==> config.mk <==
export PLATFORM = sky130hd
export DESIGN_NAME = traffic_mode_sequencer
export DESIGN_NICKNAME = d
export VERILOG_FILES = /design/src/rtl/traffic_pkg.sv /design/src/rtl/traffic_mode_sequencer_flash_gen.sv /design/src/rtl/traffic_mode_sequencer.sv
export SDC_FILE = /design/constraint.sdc
export NUM_CORES = 1
export LEC_CHECK = 0
export ABC_CLOCK_PERIOD_IN_PS = 3500
export CAP_MARGIN = 20
export CORE_MARGIN = 5
export CORE_UTILIZATION = 58
export DETAILED_ROUTE_END_ITERATION = 8
export PLACE_DENSITY = 0.8
export RECOVER_POWER = 50
export SYNTH_ARGS = -nofsm -noshare
export SYNTH_HDL_FRONTEND = slang
export SYNTH_SLANG_ARGS = --single-unit
==> constraint.sdc <==
create_clock -name clk -period 3.5 [get_ports clk]
set_clock_uncertainty 0.15 [all_clocks]
set_input_delay 0.7 -clock clk [delete_from_list [all_inputs] [get_ports clk]]
set_output_delay 0.7 -clock clk [all_outputs]
set_load 0.005 [all_outputs]
Close-up of the layout:
Region (8, 48) to (33, 73) um. Cells in grey, sequential cells in the stronger grey; small squares are vias.
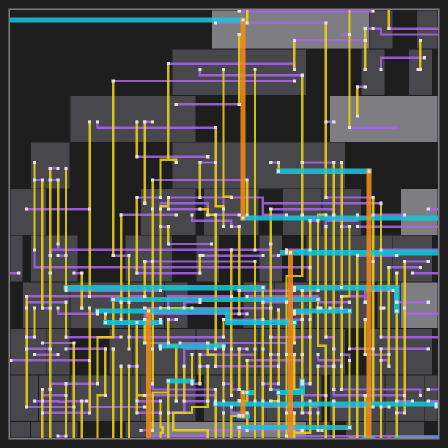
Yellow is met2. Purple is met1. Orange is met4. Cyan is met3.
Most frequent: nor2_1 (5), inv_1 (4), nor4_1 (3). Sequential cells in the window: 2. 45 logic cells have their middle in the window.

Drive-strength map:
Drawn at 4 px/um.
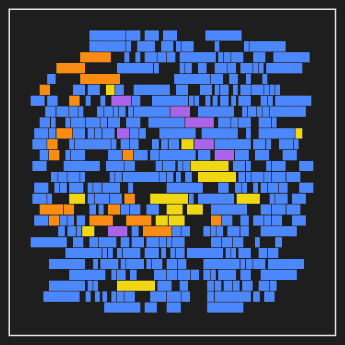
Yellow is drive 2, cells 14, share 4.0%. Blue is drive 1 or less, cells 314, share 89%. Orange is drive 3 to 4, cells 18, share 5.1%. Purple is drive 6 and up, cells 7, share 2.0%.
Layout area overhead: 16.1%
final worst setup slack: 0.391 ns

The metal 1 layer:
Drawn at 6 px/um.
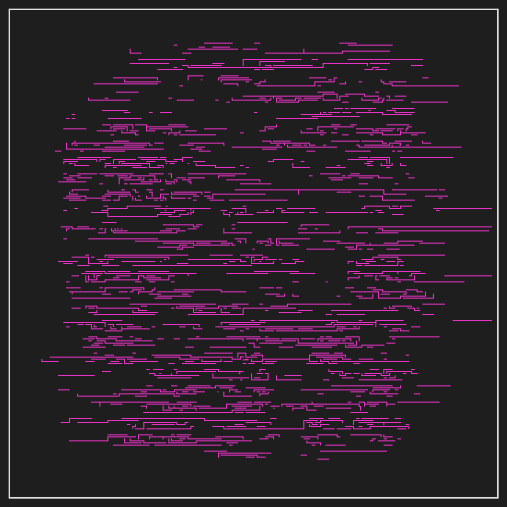
The layer holds 45% of the routed length. 341 nets have wire on it. The layer carries 2,960 um of wire. The wires run mostly horizontal.
met1 Use GR: 27.7%
WL final: 6570 um
Vias: 2,611

Cells coloured by class:
Drawn at 4 px/um.
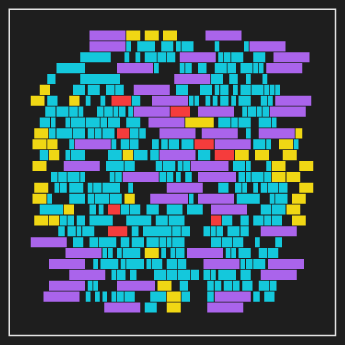
Red is clock drivers and dummy loads, cells 8. Yellow is other buffers and delay cells, cells 36. Purple is flip-flops, cells 45. Cyan is all other logic, cells 264.
Rows: 26
Post-Route Utilization: 68.1%
finished layout cell area: 3410 sq um
Core ar.: 5010 sq um
flop share of the area: 33.2%

Routing congestion:
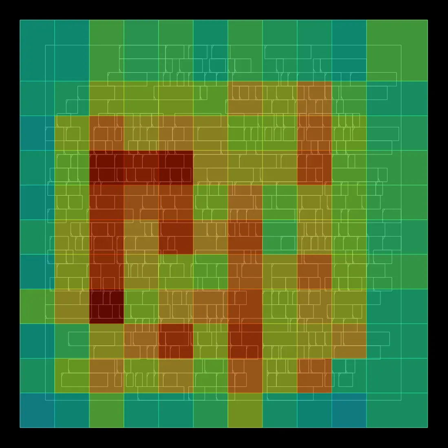
met2 Use GR: 36.9%
Routed wire per std cell: 15.5 um

==> changes_impl.md <==
### Physical design

- Number of global-route vias before repair: 2,513
- # hold bufs at CTS: 0
- WP depth: 9
- Clk pwr share: 13.8%
- Register-to-Register Path Depth: 8
- Post-cts gate resize count: 0
- TNS Setup: 0 ns
- Worst path slowest cell: clkdlybuf4s50_1
- Worst VDD drop: roughly 0.45 mV
- Critical-path cell list: clkdlybuf4s50_1 > nor4_1 > a21oi_1 > o21ai_0 > ha_1 > and3b_1 > nand3_4 > nand2_1 > mux2_2
- Most common reg cell: dfrtp_1
- Num CTS Buffers: 5
- Comb pwr share: 50.2%
- Count of different cell masters after synthesis: 65
- Residual DRC: 0
- Tot Pwr: 2430 uW
- Placed insts: 415
- Pre-antenna DRT Iters: 5
- Die area: 6590 sq um
- Clock buffer depth: 2
- Syn Inst Count: 319
- Worst-path clk slew: 0.08 ns
- Largest net degree at the start of global routing: ~46
- Final setup fails: 0
- Ant. Diodes: 0
- Cell Count, Final, Fillers Out: 423
- Synth Cell Area: 2940 sq um
- Depth of the worst hold-timing path: 1
- Status: finished clean
- Avg Cell Area, Syn: between 9 and 10 sq um
- WHS: 0.317 ns
- Main area contributors: dfrtp_1 35%, nor2_1 4.5%, o21ai_0 3.7%, dfstp_2 3.6%, ha_1 3.4%
- Floorplan Nets: 345
- Complex Gates by Area: 21.1%
- Port bufs: 26
- DP Area: 3320 sq um
- Switch Pwr: 1080 uW
- Gpl congestion: around 0.92
- Final Hold Fails: 0
- Slew @ Worst Pin: around 1.1 ns
- #FFs+latches synth: ~45
- Tool Warnings: 30
- Worst R2R Setup Slack: 0.71 ns
- Met3 wire length: roughly 340 um
- Area leader, netlist: dfrtp_1
- DR top layer: met4
- Htree depth: 2
- Register share after synthesis: 38.5%
- PD cells: 714 nW/um^2
- Max-Cap Viols: 0
- GRT overflow: 0
- CTS tree: done
- CP top delay family: simple AND/OR/NAND/NOR gates
- Yosys xor share: 5.66%
- Via density: 6.17
- Part of the power in registers: 36.0%
- Initial DRC count: around 140
- Fin crit share: around nine tenths
- Adder Area Share: 3.41%
- Asr flop ratio synth: 100%
- Basic Gates by Area: between 20% and 30%
- First-pass GRT wire length: ~11,000 um
- RSZ-0062 raised after global routing: no
- Dominant combinational family: simple AND/OR/NAND/NOR gates
- Antenna Violating Nets Remaining: 0
- Post-synthesis mux area share: 3.24%
- CP Launch Type: primary input
- HP Class: reg2reg
- Detailed-route wire length on metal 1: 2960 um
- CP max stage delay: roughly 0.47 ns
- Post-synth EDFFs: 0
- Yosys chip area: 2940 sq um
- Vert. Die Dim: 81.2 um
- Share of cells above drive strength 1: roughly 11%
- CP bufs+invs: 1
- Combinational Power: roughly 1200 uW
- # fillers: roughly 430
- Crit. End Element: flip-flop
- Clock sinks: 45
- # IOs: 27
- Clock net power: 337 uW
- P_seq: 875 uW
- Final HPWL DP: a little under 5000 um
- Pint: 1360 uW
- Lkg Pwr: 0.00141 uW
- Met2 Routed Length: 3190 um
- Clock period minus worst slack: between 3 and 4 ns
- Max-slew headroom: between 20% and 30%
- Met3 Track Usage GR: around 3.8%
- Setup Fix Bufs, Post-CTS: 0
- Worst EP required: 3.54 ns
- Yosys Instances: 319
- Initial antenna violation count: 0
- Placement Setup Slack: 0.0835 ns
- Signal arrival time at the worst endpoint: around 3.2 ns
- Crit-path max FO: 10
- Largest power group: combinational cells
- GRT busiest layer: met2
- FMAX: 322 MHz
- Total track usage: a little over a fifth
- Clock latency on the worst-skew pair: ~0.31 ns
- Max reg flops: 16
- Kind of critical path: in2reg
- Core Util at FP: approximately three fifths
- Final net count: 378
- Synth top cells by count: 41 x dfrtp_1, 35 x nor2_1, 22 x inv_1, 22 x o21ai_0, 21 x nand2_1
- Die Width: 81.2 um
- Final max-slew violation count: 0
- Clock Tree Root: clkbuf_8
- Switch share: 44.2%
- Most common cell in the synthesized netlist: dfrtp_1
- Area fraction of the dominant cell type after synthesis: 34.9%
[layout by cell type, fill, tap and decap left out, drive strengths merged, types with 4 or more instances in the layout]
master,count
and4,5
xnor2,9
a21oi,13
dfrtp,41
nor3,4
o31ai,8
nor2,35
nand4,8
clkdlybuf4s50,22
nand3,10
nor2b,5
nand2b,4
clkbuf,6
dfstp,4
or4,9
buf,9
nor4,10
nand2,21
xor2,10
dlygate4sd3,4
o21ai,24
mux2i,5
inv,22
ha,8
mux2,4
[layout make-up]
type	count	area, sq um	share of cell area, %
well taps	70	87.6	2.57
clock buffers	5	68.8	2.02
multi-input cells	241	1670	48.8
inverters	23	86.3	2.53
flip-flops and latches	45	1130	33.2
clock inverters	3	25.0	0.734
repair buffers	36	345	10.1
Power figures rest on the tool's default switching activity, not on a simulated workload.
